### config.mk
export PLATFORM = sky130hd
export DESIGN_NAME = sram_arbiter
export DESIGN_NICKNAME = d
export VERILOG_FILES = /design/src/rtl/zx_mem_pkg.sv /design/src/rtl/sram_arb_pick.sv /design/src/rtl/sram_arbiter.sv
export SDC_FILE = /design/constraint.sdc
export NUM_CORES = 1
export LEC_CHECK = 0
export CORE_UTILIZATION = 45
export CTS_CLUSTER_DIAMETER = 30
export CTS_CLUSTER_SIZE = 16
export DETAILED_ROUTE_END_ITERATION = 7
export GPL_TIMING_DRIVEN = 0
export PLACE_DENSITY_LB_ADDON = 0.05
export SLEW_MARGIN = 20
export SYNTH_ARGS = -nofsm -noshare
export SYNTH_HDL_FRONTEND = slang
export SYNTH_SLANG_ARGS = --single-unit
### constraint.sdc
create_clock -name clk_vram -period 6 [get_ports clk_vram]
set_input_delay 1.2 -clock clk_vram [delete_from_list [all_inputs] [get_ports clk_vram]]
set_output_delay 1.2 -clock clk_vram [all_outputs]
set_load 0.03 [all_outputs]
### src/rtl/zx_mem_pkg.sv
// rtl/zx_mem_pkg.sv - shared SRAM arbiter types and constants
package zx_mem_pkg;

    // Access sequencer states; every state but IDLE lasts exactly one cycle
    typedef enum logic [1:0] {
        IDLE   = 2'd0,
        SETUP  = 2'd1,
        STROBE = 2'd2,
        HOLD   = 2'd3
    } mem_state_t;

    // Requester identities
    typedef enum logic [1:0] {
        REQ_VID = 2'd0,
        REQ_CPU = 2'd1,
        REQ_DMA = 2'd2
    } req_id_t;

    // SRAM byte address of video byte 0
    localparam logic [17:0] VID_BASE_DEFAULT = 18'h04000;

endpackage

### src/rtl/sram_arb_pick.sv
// rtl/sram_arb_pick.sv - priority/starvation winner selection
module sram_arb_pick
    import zx_mem_pkg::*;
(
    input  logic    vid_req,
    input  logic    cpu_req,
    input  logic    dma_req,
    input  logic    dma_starved,
    output logic    valid,
    output req_id_t winner
);

    // Video always first; a starved loader jumps ahead of the CPU only
    always_comb begin
        valid  = 1'b1;
        winner = REQ_VID;
        if (vid_req) begin
            winner = REQ_VID;
        end else if (dma_req && (dma_starved || !cpu_req)) begin
            winner = REQ_DMA;
        end else if (cpu_req) begin
            winner = REQ_CPU;
        end else begin
            valid = 1'b0;
        end
    end

endmodule

### src/rtl/sram_arbiter.sv
// rtl/sram_arbiter.sv - three-port async SRAM arbiter and access sequencer
module sram_arbiter
    import zx_mem_pkg::*;
#(
    parameter int unsigned STARVE_LIMIT = 15,
    parameter logic [17:0] VID_BASE     = VID_BASE_DEFAULT
) (
    input  logic        clk_vram,
    input  logic        reset,
    input  logic        vid_req,
    input  logic [12:0] vid_addr,
    output logic        vid_ack,
    output logic [7:0]  vid_rdata,
    input  logic        cpu_req,
    input  logic        cpu_we,
    input  logic [15:0] cpu_addr,
    input  logic [7:0]  cpu_wdata,
    output logic        cpu_ack,
    output logic [7:0]  cpu_rdata,
    output logic        cpu_nwait,
    input  logic        dma_req,
    input  logic        dma_we,
    input  logic [15:0] dma_addr,
    input  logic [7:0]  dma_wdata,
    output logic        dma_ack,
    output logic [7:0]  dma_rdata,
    output logic [17:0] sram_addr,
    output logic [7:0]  sram_dq_out,
    output logic        sram_dq_oe,
    input  logic [7:0]  sram_dq_in,
    output logic        sram_ce_n,
    output logic        sram_oe_n,
    output logic        sram_we_n
);

    localparam int SW = (STARVE_LIMIT < 1) ? 1 : $clog2(STARVE_LIMIT + 1);
    localparam logic [SW-1:0] STARVE_MAX = SW'(STARVE_LIMIT);

    mem_state_t    state;
    mem_state_t    state_nxt;
    req_id_t       owner;
    logic          owner_we;
    logic [SW-1:0] starve_cnt;
    logic          in_hold;
    logic          m_vid;
    logic          m_cpu;
    logic          m_dma;
    logic          pick_valid;
    req_id_t       pick_id;
    logic          grant;

    // The port being acked this cycle sits out arbitration so a held req is not re-served
    assign in_hold = (state == HOLD);
    assign m_vid   = vid_req && !(in_hold && owner == REQ_VID);
    assign m_cpu   = cpu_req && !(in_hold && owner == REQ_CPU);
    assign m_dma   = dma_req && !(in_hold && owner == REQ_DMA);

    sram_arb_pick u_pick (
        .vid_req     (m_vid),
        .cpu_req     (m_cpu),
        .dma_req     (m_dma),
        .dma_starved (starve_cnt >= STARVE_MAX),
        .valid       (pick_valid),
        .winner      (pick_id)
    );

    assign grant = pick_valid && (state == IDLE || state == HOLD);

    // State register
    always_ff @(posedge clk_vram or posedge reset) begin
        if (reset) state <= IDLE;
        else       state <= state_nxt;
    end

    // Next state: fixed SETUP/STROBE/HOLD walk, new access chained straight from HOLD
    always_comb begin
        state_nxt = state;
        case (state)
            IDLE:    if (grant) state_nxt = SETUP;
            SETUP:   state_nxt = STROBE;
            STROBE:  state_nxt = HOLD;
            HOLD:    state_nxt = grant ? SETUP : IDLE;
            default: state_nxt = IDLE;
        endcase
    end

    // Latch winner's address, direction and data at grant; stable for the whole access
    always_ff @(posedge clk_vram or posedge reset) begin
        if (reset) begin
            owner       <= REQ_VID;
            owner_we    <= 1'b0;
            sram_addr   <= '0;
            sram_dq_out <= '0;
        end else if (grant) begin
            owner <= pick_id;
            case (pick_id)
                REQ_CPU: begin
                    owner_we    <= cpu_we;
                    sram_addr   <= {2'b00, cpu_addr};
                    sram_dq_out <= cpu_wdata;
                end
                REQ_DMA: begin
                    owner_we    <= dma_we;
                    sram_addr   <= {2'b00, dma_addr};
                    sram_dq_out <= dma_wdata;
                end
                default: begin
                    owner_we    <= 1'b0;
                    sram_addr   <= VID_BASE + {5'b00000, vid_addr};
                    sram_dq_out <= '0;
                end
            endcase
        end
    end

    // Count arbitrations the loader loses, saturating; a loader grant clears it
    always_ff @(posedge clk_vram or posedge reset) begin
        if (reset) begin
            starve_cnt <= '0;
        end else if (grant) begin
            if (pick_id == REQ_DMA)
                starve_cnt <= '0;
            else if (m_dma && starve_cnt < STARVE_MAX)
                starve_cnt <= starve_cnt + SW'(1);
        end
    end

    // Capture read data into the owner's register as STROBE ends
    always_ff @(posedge clk_vram or posedge reset) begin
        if (reset) begin
            vid_rdata <= '0;
            cpu_rdata <= '0;
            dma_rdata <= '0;
        end else if (state == STROBE && !owner_we) begin
            case (owner)
                REQ_VID: vid_rdata <= sram_dq_in;
                REQ_CPU: cpu_rdata <= sram_dq_in;
                REQ_DMA: dma_rdata <= sram_dq_in;
                default: ;
            endcase
        end
    end

    assign sram_ce_n  = (state == IDLE);
    assign sram_oe_n  = !((state == STROBE || state == HOLD) && !owner_we);
    assign sram_we_n  = !(state == STROBE && owner_we);
    assign sram_dq_oe = (state != IDLE) && owner_we;

    assign vid_ack   = in_hold && owner == REQ_VID;
    assign cpu_ack   = in_hold && owner == REQ_CPU;
    assign dma_ack   = in_hold && owner == REQ_DMA;
    assign cpu_nwait = !(cpu_req && !cpu_ack);

endmodule

==> run summary, run 1 <==
CP Cell Sequence - clkdlybuf4s50_1 > nand2_1 > clkdlybuf4s50_1
Switch share - 42.4%
Fin crit share - 62.2%
CTS H-tree depth - 3
FP Rows - 29
Yosys top cell by area - dfrtp_1
Worst reg2reg setup slack - 2.83 ns
Largest net degree at the start of global routing - 58
Most used flip-flop cell - dfrtp_1
Tightest Hold Check Type - reg -> reg
Post-CTS setup buffers - 0
CTS Root Cell - clkbuf_8
Ys cells - 261
Unique masters post-synth - 42
Worst path slowest cell - clkdlybuf4s50_1
Crit path time final - 3.73 ns
Share of cells above drive strength 1 - 16.7%
Required @ worst endpoint - 4.80 ns
Synth Instances - 261
Clock Latency Late Sink - 0.33 ns
Vias - 2,618
First-pass GRT wire length - 13,200 um
CP Launch Point - cpu_req
Post-route ant nets - 0
YS chip area - 2960 um^2
Worst VDD drop - 0.349 mV
Drt pass-1 iters - 6
Slew margin rel. - 32.3%
Slew Limit Fails - 0
Final #Nets - 486
Total global routing overflow - 0
Syn_area_per_cell - 11.4 um^2
CP startpoint kind - input pin
Core Area - 6350 um^2
Total GRT Usage - 24.6%
Fmax - 268 MHz
Post-DP HPWL - 5820 um
Status - finished, final reports clean
Fin Hold WS - 0.490 ns
Fill cells - 495
Die Span Y - 83.2 um
Clock Path Buffers - 2
Avg WL per Cell - 16.4 um
WL met1 - 3270 um
Dpl ws - 2.10 ns
Global placement routability congestion - 0.798
Area Growth Syn to Fin - 53.8%
Hold_buf cts - 0
Post-synthesis register bit count - 57
CTS tree - done
Initial antenna violation count - 0
Flop pwr share - 28.1%
# IOs - 134
Total length of routed met2 wires - 3920 um
Clock skew - 0.00654 ns
Crit path capture type - output port
Cell Int Power - 0.00134 W
Biggest area cells - dfrtp_1 48%, mux2_2 11%, a22oi_1 6.3%, o21ai_0 5.1%, mux2_1 3.0%
Die Wd - 83.2 um
Worst setup margin - 2.27 ns
Routed Wire Length - 7950 um
Clock power share - 14.1%
Largest fanout on the critical path - 4
DR DRC count - 0
Worst Setup EP - cpu_nwait
Buffers & Inverters on Critical Path - 2
Number of synthesized flops with an enable pin - 0
OpenROAD warning count - 29
Via/cell ratio - 5.40
Crit path largest cell delay - 0.71 ns
Final setup TNS - 0 ns
Post-Syn Area - 2960 um^2
Gate power share - 57.9%
Sink Count - 57
PortBufs - 131
Max_cap viols - 0
Seq share, synth - 48.1%
Tightest Pin Transition - 1.01 ns
[run 1: power by group through the flow]
stage / logic (W) / registers (W) / clock network (W)
after floorplan: 0.000561 / 0.000936 / 0
after global placement: 0.00134 / 0.000650 / 0
after detailed placement: 0.00135 / 0.000660 / 0
after CTS: 0.00136 / 0.000655 / 0.000335
after global routing: 0.00144 / 0.000675 / 0.000357
final: 0.00135 / 0.000655 / 0.000328
[run 1: how the worst min path moves through the flow]
stage,slack [ns],end,startpoint,cells after the start
after floorplan,0.49,starve_cnt[3],starve_cnt[3],1
after global placement,0.47,sram_addr[2],sram_addr[2],1
after detailed placement,0.48,sram_addr[5],sram_addr[5],1
after CTS,0.49,sram_addr[5],sram_addr[5],1
after global routing,0.51,sram_addr[2],sram_addr[2],1
final,0.49,sram_addr[7],sram_addr[7],1
[run 1: metrics by stage]
| step | std cells | total power [W] | util [%] | instance area (um^2) |
|---|---|---|---|---|
| 2_1_floorplan | 262 | 0.00150 | - | 2970 |
| 3_3_place_gp | 470 | 0.00199 | 68.9 | 4380 |
| 3_5_place_dp | 470 | 0.00201 | 68.9 | 4380 |
| 4_1_cts | 485 | 0.00235 | 71.8 | 4560 |
| 5_1_grt | 485 | 0.00247 | 71.8 | 4560 |
| 6_report | 485 | 0.00233 | 71.8 | 4560 |
[run 1: routing by layer]
metal	up-vias	track usage (%)
met5	-	0
met4	0	9.09
met3	15	8.55
met2	100	40.2
met1	1259	30.0
li1	1244	-
[run 1: cell families after synthesis]
family / Yosys count / share of synthesized area (%)
buffers and inverters: 35 / 5.99
adder cells (fa/ha/maj): 6 / 2.53
AND-OR/OR-AND: 85 / 20.7
flip-flops: 57 / 48.1
AND/OR/NAND/NOR: 38 / 7.72
other: 1 / 0.127
multiplexers: 39 / 14.8
[run 1: state kept, by name, indices dropped and copies added (netlist names)]
name,flops
state,2
owner,2
starve_cnt,4
sram_dq_out,8
dma_rdata,8
owner_we,1
sram_addr,16
cpu_rdata,8
vid_rdata,8
[run 1: worst reg2reg max path, stage by stage (launching register included)]
cell and delay, ns:
dfrtp_1 0.40, ha_1 0.35, or3b_2 0.49, a22oi_1 0.14, o21ai_0 0.17, ha_1 0.34
clkbuf_1 0.36, clkbuf_1 0.34, o21ai_0 0.18, mux2_2 0.28
[run 1: layout make-up]
class	instances	area (um^2)	area share [%]
sequential	57	1430	31.3
timing repair buffer	131	1310	28.8
multi-input combinational	170	1360	29.9
buffer	23	133	2.91
clock inverter	3	15.0	0.329
inverter	12	47.5	1.04
tap	77	96.3	2.11
clock buffer	12	165	3.62
[run 1: cell usage in the layout (no fill, tap or decap), drive strengths merged, types with 2 or more instances in the layout]
cell           instances
mux2                  38
a22oi                 25
and3                   2
nor2                   4
a21oi                  2
inv                   12
dfrtp                 57
ha                     6
clkdlybuf4s50        131
nand2                 17
o31ai                 15
nor4bb                 2
buf                    9
a31oi                  2
nand2b                 3
a211oi                 2
nand3b                 3
clkbuf                26
o21ai                 30
clkinv                 3
conb                   2
a221oi                 2
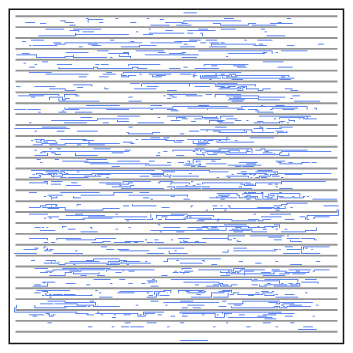
Run 1: the metal 1 layer
Scale: 4 px per um. Supply wires on this layer in gray.
- share of all routed wire: 41%
- wire length on this layer: 3,270 um
- main direction: horizontal
- longest straight run: 29.4 um
- nets with wire on the layer: 411

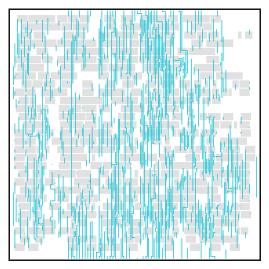
Run 1: signal wires on met2
Scale: 3 px per um. Cells faint in the background.
- nets with wire on the layer: 415
- wire length on this layer: 3,920 um
- main direction: vertical
- share of all routed wire: 49%
- longest straight run: 58.1 um

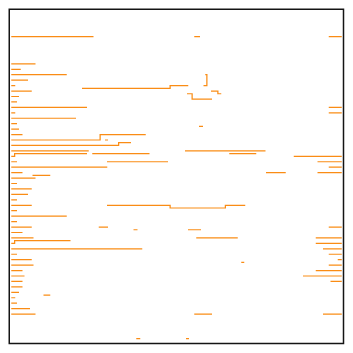
Run 1: met3 routing
Scale: 4 px per um.
- nets with wire on the layer: 79
- longest straight run: 32.4 um
- wire length on this layer: 607 um
- share of all routed wire: 7.6%
- main direction: horizontal

Run 1, placed standard cells:
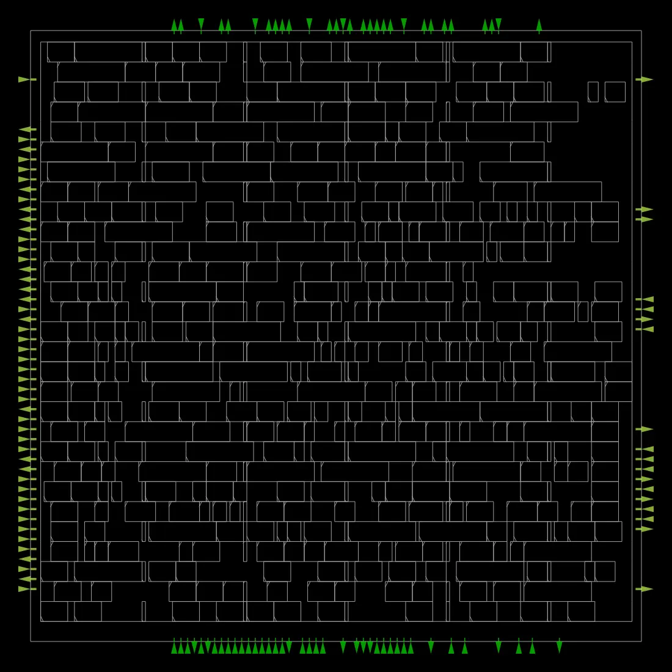

## Run 2: what changed since run 1
- CORE_UTILIZATION: 45 -> 38
- clock period: 6 -> 3 ns (I/O delays scaled with it)
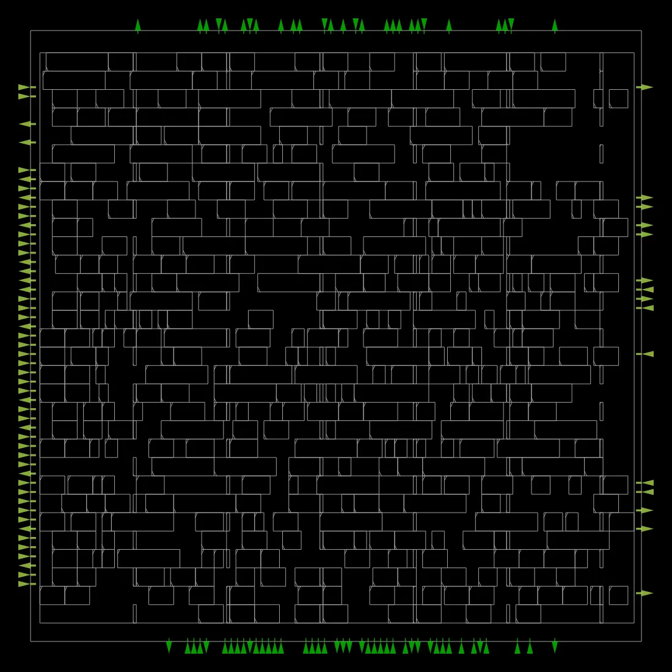
Run 2: placed standard cells
FP Rows: 31
Taps Inserted: 99
Core Area: 7410 um^2

==> run 2 against run 1 <==
Synthesized cell count unchanged; register-to-register slack got worse by 2.6 ns; first-iteration DRC count shrank 53%; sequential share of layout area down 0.75 points; cell count rose by 4.9%; sequential power is 100% higher; routed wire length is 0.67% lower; global-route usage decreased by 4.1 points; critical path depth increased by 5; die area increased by 18%; clock skew is 0.0039 ns higher.
==> run summary, run 2 <==
Starting density of the core - 40.0%
Final setup TNS - 0 ns (unchanged)
Leak Pwr - 1.99 nW
Share of cells above drive strength 1 - 18.5% (+1.9 points)
Crit path capture type - flip-flop
WP data arrival - 3.08 ns
Global placement routability congestion - 0.771 (-3.3%)
Comb area - 1380 um^2 (+1.4%)
Cell with the most instances after synthesis - dfrtp_1
# IOs - 134 (unchanged)
Top cell type's share of synthesized area - 48.1%
Total GRT Usage - 20.5% (-4.1 points)
Yosys warns - 0
Fmax - 352 MHz
Total Power - 0.00481 W (+110%)
Largest fanout on the critical path - 10 (+6)
Tightest Hold Check Type - reg -> reg
Post-synth ARST share - 100%
PortBufs - 131 (unchanged)
Clock Latency Late Sink - 0.33 ns (about the same)
Yosys top cell by area - dfrtp_1
Final hold violation count - 0
Dpl ws - -0.410 ns (-2.51 ns)
Syn_area_per_cell - 11.4 um^2 (unchanged)
Post-synthesis register bit count - 57 (unchanged)
YS chip area - 2960 um^2 (unchanged)
Routed Wire Length - 7900 um (-0.67%)
Required @ worst endpoint - 3.24 ns (-1.56 ns)
Top cell excl fill/tap - clkdlybuf4s50_1
Drt pass-1 iters - 4 (-2)
Worst setup margin - 0.157 ns (-2.11 ns)
Clock Path Buffers - 2 (unchanged)
Via/cell ratio - 5.13 (-4.9%)
Clk slew on worst S/H paths - 0.07 ns
Initial antenna violation count - 0 (unchanged)
CTS tree - done
Hold_buf cts - 0 (unchanged)
Die area - 8160 um^2
Unique masters post-synth - 42 (unchanged)
Max_cap viols - 0 (unchanged)
Tightest Pin Transition - 0.987 ns (-0.0259 ns)
Vias - 2,612 (-0.23%)
First-iteration detailed-routing DRC count - 73
Setup repair after global routing missed its margin - false
Worst VDD drop - 0.527 mV (+51%)
Die Span Y - 90.3 um (+8.6%)
Post-DP HPWL - 5990 um (+2.9%)
DR DRC count - 0 (unchanged)
Final Util - 63.0% (-8.7 points)
Slew Limit Fails - 0 (unchanged)
Final setup fails - 0
Crit path time final - 2.84 ns
Fill cells - 617 (+25%)
Biggest area cells - dfrtp_1 48%, mux2_2 11%, a22oi_1 6.3%, o21ai_0 5.1%, mux2_1 3.0%
Status - finished, final reports clean
Ys cells - 261 (unchanged)
Seq share, synth - 48.1% (unchanged)
Area Growth Syn to Fin - 57.6%
First-pass GRT wire length - 13,200 um (-0.73%)
Ant diodes - 0
CTS Root Cell - clkbuf_8
Largest register FFs - 16 (unchanged)
Avg WL per Cell - 15.5 um (-5.4%)
CP startpoint kind - input pin
Most frequent cells in the layout - 131 x clkdlybuf4s50_1, 57 x dfrtp_1, 30 x mux2_2
OpenROAD warning count - 29 (unchanged)
Post-Syn Area - 2960 um^2 (unchanged)
Synth top cells by count - 57 x dfrtp_1, 30 x mux2_2, 30 x o21ai_0
Fin Hold WS - 0.489 ns (-0.000386 ns)
CTS H-tree depth - 3 (unchanged)
Total global routing overflow - 0 (unchanged)
Synth Instances - 261 (unchanged)
Post-CTS setup buffers - 0 (unchanged)
Most used flip-flop cell - dfrtp_1
Vias in the first global route - 2,703
Biggest register - sram_addr
Clock skew - 0.0105 ns (+0.00394 ns)
Die Wd - 90.3 um (+8.6%)
CTS Buf Count - 9
Slew margin rel. - 34.0% (+1.7 points)
Sink Count - 57 (unchanged)
Largest net degree at the start of global routing - 37 (-36%)
Number of synthesized flops with an enable pin - 0 (unchanged)
Final #Nets - 487 (+0.21%)
Fin crit share - 94.8%
Register Area - 1430 um^2 (unchanged)
Post-route ant nets - 0 (unchanged)
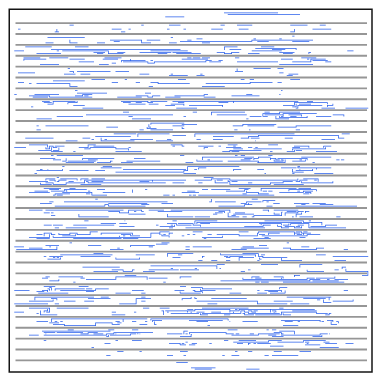
Run 2: the metal 1 layer
Scale: 4 px per um. Supply wires on this layer in gray.
- nets with wire on the layer: 411
- share of all routed wire: 44%
- wire length on this layer: 3,450 um
- main direction: horizontal
- longest straight run: 32.2 um

## run 2: cell counts after synthesis
Identical to the previous run, type by type.
## run 2: worst paths after layout
check                        startpoint              to  slack, ns  depth (start not counted)
hold / removal             sram_addr[7]    sram_addr[7]       0.49                          1
min in group asynchronous         reset    cpu_rdata[0]       0.57                          2
hold reg to reg            sram_addr[7]    sram_addr[7]       0.49                          1
max in group asynchronous         reset   sram_addr[13]       1.96                          3
setup / recovery                dma_req  sram_dq_out[2]       0.16                          8
setup reg to reg               state[1]    sram_addr[0]       0.21                         10
## run 2: kinds of logic after synthesis
logic type / after synthesis / share of synthesized area (%)
flops: 57 / 48.1
buf+inv: 35 / 5.99
mux: 39 / 14.8
compound gates: 85 / 20.7
other cells: 1 / 0.127
fa+ha+maj: 6 / 2.53
simple gates: 38 / 7.72
## run 2: per-stage QoR
stage                     instances  instance area, um^2
after floorplan                 262                 2970
after detailed placement        493                 4430
after CTS                       509                 4660
final                           509                 4670
after global placement          492                 4400
after global routing            509                 4670
## run 2: layer usage
| layer | share of wire (%) | up-vias | track usage [%] |
|---|---|---|---|
| met3 | 7.3 | 9 | 8.33 |
| met4 | 0.96 | 0 | 4.84 |
| met1 | 44 | 1275 | 25.0 |
| met2 | 48 | 81 | 33.9 |
| li1 | - | 1247 | - |
| met5 | 0 | - | 0 |
## run 2: where the power goes
| part | leakage (nW) | internal, W | switching (W) |
|---|---|---|---|
| Sequential | 0.720 | 0.00112 | 0.000189 |
| Clock | 0.113 | 0.000489 | 0.000303 |
| Combinational | 1.16 | 0.00123 | 0.00149 |
| Total | 1.99 | 0.00283 | 0.00198 |
## run 2: layout make-up
type                    count  area share, %
clock buffers              11           3.03
clock inverters             5           1.69
inverters                  12           1.02
repair buffers            132           28.5
well taps                  99           2.65
plain buffers              23           2.97
multi-input cells         170           29.6
flip-flops and latches     57           30.5
## run 2: critical path: stages
cell and delay [ns]:
clkdlybuf4s50_1 0.51, and2_1 0.24, a221oi_2 0.38, ha_1 0.21, clkbuf_1 0.28, clkbuf_1 0.44
a22oi_1 0.18, o31ai_2 0.23
## run 2: repair_timing
action | in CTS | in global routing
hold endpoints to repair | 0 | 0
gates resized | 5 | 9
setup endpoints to repair | 24 | 25
Run 2, I/O pins on the die edge:
Scale: 4 px per um. Pins as bars across the die edge, other pins in gray.
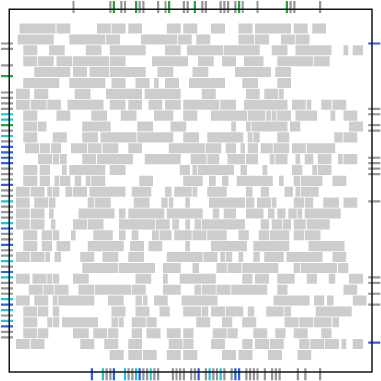

## Run 3: what changed since run 2
- PLACE_DENSITY_LB_ADDON: 0.05 -> 0.2
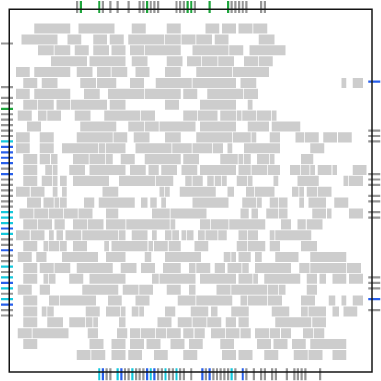
Run 3: I/O pins on the die edge
Scale: 4 px per um. Pins as bars across the die edge, other pins in gray.
- blue: sram_addr (pins 18; direction output; edge 9 west, 7 south, 2 east)
- cyan: dma_addr (pins 16; direction input; edge 9 west, 7 south)
- green: vid_rdata (pins 8; direction output; edge 7 north, 1 west)
- all pins by edge: 47 south, 43 west, 28 north, 16 east

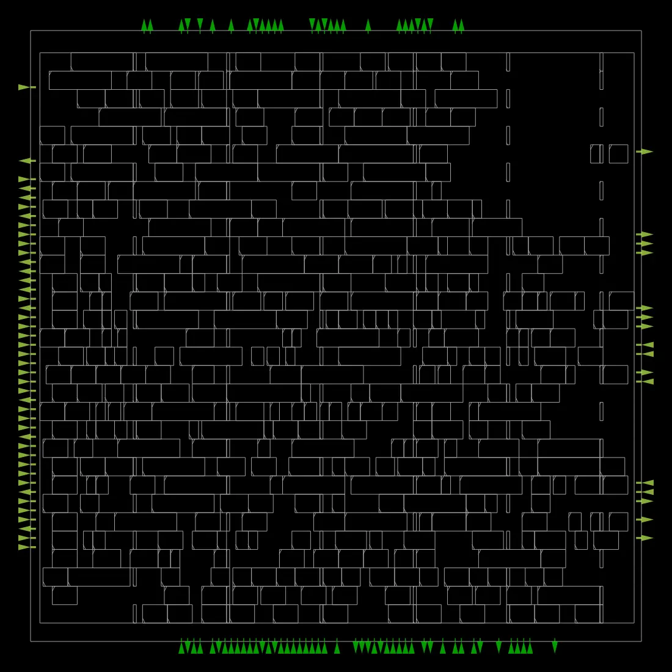
Run 3: placed standard cells
Flop Count: 57
Final Util: 62.8%
Seq/total area: 30.7%

==> run 3 against run 2 <==
Via count down 0.65%; area after synthesis is the same; first-iteration DRC count up 26%; power decreased by 0.17%; sequential power is essentially flat; critical path type is now reg -> reg.
==> run summary, run 3 <==
CTS H-tree depth - 3 (unchanged)
CTS Root Cell - clkbuf_8
Die Span Y - 90.3 um (unchanged)
Crit path largest cell delay - 0.47 ns (-0.04 ns)
Final hold violation count - 0 (unchanged)
Crit path capture type - flip-flop
Buffers & Inverters on Critical Path - 2 (-1)
Post-Syn Area - 2960 um^2 (unchanged)
Yosys warns - 0 (unchanged)
Flop pwr share - 27.3% (+0.2 points)
Avg WL per Cell - 15.2 um (-2.0%)
Cell with the most instances after synthesis - dfrtp_1
Synth top cells by count - 57 x dfrtp_1, 30 x mux2_2, 30 x o21ai_0
Slew Limit Fails - 0 (unchanged)
Fmax - 359 MHz (+2.1%)
YS chip area - 2960 um^2 (unchanged)
Crit path time final - 2.79 ns (-0.0577 ns)
Die Wd - 90.3 um (unchanged)
Total GRT Usage - 19.8% (-0.68 points)
Most frequent cells in the layout - 131 x clkdlybuf4s50_1, 57 x dfrtp_1, 30 x mux2_2
Area Growth Syn to Fin - 56.9%
Top cell excl fill/tap - clkdlybuf4s50_1
Largest fanout on the critical path - 10 (unchanged)
Biggest area cells - dfrtp_1 48%, mux2_2 11%, a22oi_1 6.3%, o21ai_0 5.1%, mux2_1 3.0%
Biggest register - sram_addr
Number of synthesized flops with an enable pin - 0 (unchanged)
Slew margin rel. - 33.3% (-0.71 points)
Status - finished, final reports clean
Final #Nets - 486 (-0.21%)
Cell family with most CP delay - AND-OR/OR-AND gates
Most used flip-flop cell - dfrtp_1
Top cell type's share of synthesized area - 48.1% (unchanged)
Ys cells - 261 (unchanged)
Leak Pwr - 1.98 nW (-0.65%)
Sink Count - 57 (unchanged)
Routed Wire Length - 7730 um (-2.2%)
Clk slew on worst S/H paths - 0.06 ns (about the same)
Cell Int Power - 0.00281 W (-0.87%)
Post-DP HPWL - 5820 um (-2.8%)
PwrDens - 1030 nW/um^2
Clock Latency Late Sink - 0.33 ns (about the same)
Vias - 2,595 (-0.65%)
Global placement routability congestion - 0.793 (+2.8%)
Largest register FFs - 16 (unchanged)
DR DRC count - 0 (unchanged)
WP data arrival - 2.99 ns (-0.09 ns)
Ant diodes - 0 (unchanged)
Synth Instances - 261 (unchanged)
Total global routing overflow - 0 (unchanged)
Hold_buf cts - 0 (unchanged)
Setup CP Type - reg -> reg
Core Area - 7410 um^2 (unchanged)
Post-synth ARST share - 100% (unchanged)
Starting density of the core - 40.0% (unchanged)
Yosys top cell by area - dfrtp_1
Final setup fails - 0 (unchanged)
Via/cell ratio - 5.11 (-0.46%)
Gate power share - 56.4% (about the same)
Die area - 8160 um^2 (unchanged)
Worst VDD drop - 0.609 mV (+16%)
Syn_area_per_cell - 11.4 um^2 (unchanged)
Clock skew - 0.00670 ns (-0.00378 ns)
GRT busiest layer - met2
CTS Buf Count - 9 (unchanged)
# IOs - 134 (unchanged)
Final setup TNS - 0 ns (unchanged)
Switching pwr - 0.00199 W (+0.84%)
Clock power share - 16.3% (-0.2 points)
PortBufs - 131 (unchanged)
Vias in the first global route - 2,633 (-2.6%)
Required @ worst endpoint - 3.21 ns (-0.03 ns)
CP startpoint kind - flip-flop
Largest net degree at the start of global routing - 58 (+57%)
Post-synthesis register bit count - 57 (unchanged)
Fin crit share - 92.9% (-1.9 points)
First-iteration detailed-routing DRC count - 92 (+26%)
Seq share, synth - 48.1% (unchanged)
Tightest Hold Check Type - reg -> reg
Max_cap viols - 0 (unchanged)
Share of cells above drive strength 1 - 18.6% (+0.045 points)
Met2 Usage GRT - 33.3% (-0.57 points)
FP Rows - 31 (unchanged)
Initial antenna violation count - 0 (unchanged)
First-pass GRT wire length - 12,800 um (-2.6%)
Clock Path Buffers - 2 (unchanged)
Unique masters post-synth - 42 (unchanged)
CP Cell Sequence - ha_4 > or3b_2 > a22oi_1 > o21ai_1 > ha_1 > clkbuf_1 > buf_2 > a22oi_1 > o21ai_0 > mux2_1
OpenROAD warning count - 29 (unchanged)
Fin Hold WS - 0.491 ns (+0.00149 ns)
CP dominant cell by count - a22oi_1
Placed Cells - 492 (-0.20%)
GR met3 Demand/Resource - 4.46% (-3.9 points)
Fin cells - 508 (-0.20%)
Switch share - 41.5% (+0.41 points)
Tightest Pin Transition - 0.997 ns (+0.0106 ns)
Drt pass-1 iters - 4 (unchanged)
Met1 Usage GRT - 25.0% (+0.054 points)
CTS tree - done
Post-route ant nets - 0 (unchanged)
Total Power - 0.00480 W (-0.17%)
Setup repair after global routing missed its margin - false
Worst path slowest cell - or3b_2
run 3: cell counts after synthesis:
Identical to the previous run, type by type.
run 3: metal layers:
metal,vias to the layer above,share of wire (%)
li1,1244,-
met1,1263,44
met2,79,49
met3,9,5.6
met4,0,1.2
met5,-,0
run 3: final timing paths:
path | from | to | slack, ns | cells past startpoint
setup / recovery | state[1] | sram_addr[0] | 0.21 | 10
hold / removal | sram_addr[3] | sram_addr[3] | 0.49 | 1
setup reg to reg | state[1] | sram_addr[0] | 0.21 | 10
hold reg to reg | sram_addr[3] | sram_addr[3] | 0.49 | 1
max in group asynchronous | reset | sram_addr[2] | 1.79 | 2
min in group asynchronous | reset | dma_rdata[6] | 0.73 | 2
run 3: cell type report:
type | count | area [um^2]
Fill cell | 614 | 2760
Sequential cell | 57 | 1430
Multi-Input combinational cell | 170 | 1380
Timing Repair Buffer | 131 | 1310
Buffer | 23 | 139
Clock buffer | 9 | 124
Tap cell | 99 | 124
Clock inverter | 7 | 95.1
Inverter | 12 | 47.5
run 3: repair_timing:
item | CTS | global route
hold endpoints to repair | 0 | 0
gates resized | 6 | 4
endpoints found under the setup margin | 24 | 17
buffers inserted | 0 | 0
run 3: power groups by stage:
stage | logic, W | clock network [W] | registers, W
global placement | 0.00268 | 0 | 0.00130
detailed placement | 0.00271 | 0 | 0.00132
global route | 0.00289 | 0.000838 | 0.00136
floorplan | 0.00112 | 0 | 0.00187
finish | 0.00271 | 0.000785 | 0.00131
CTS | 0.00273 | 0.000801 | 0.00131
run 3: through the flow:
step / worst slack (ns) / area (um^2)
global placement: -0.383 / 4400
detailed placement: -0.430 / 4410
global route: 0.00846 / 4650
finish: 0.214 / 4650
floorplan: 0.294 / 2970
CTS: 0.0248 / 4630
run 3: kinds of logic after synthesis:
group | synth area share (%)
other cells | 0.127
simple gates | 7.72
mux | 14.8
flops | 48.1
buf+inv | 5.99
compound gates | 20.7
fa+ha+maj | 2.53
Power is estimated from default activity; no workload was simulated.
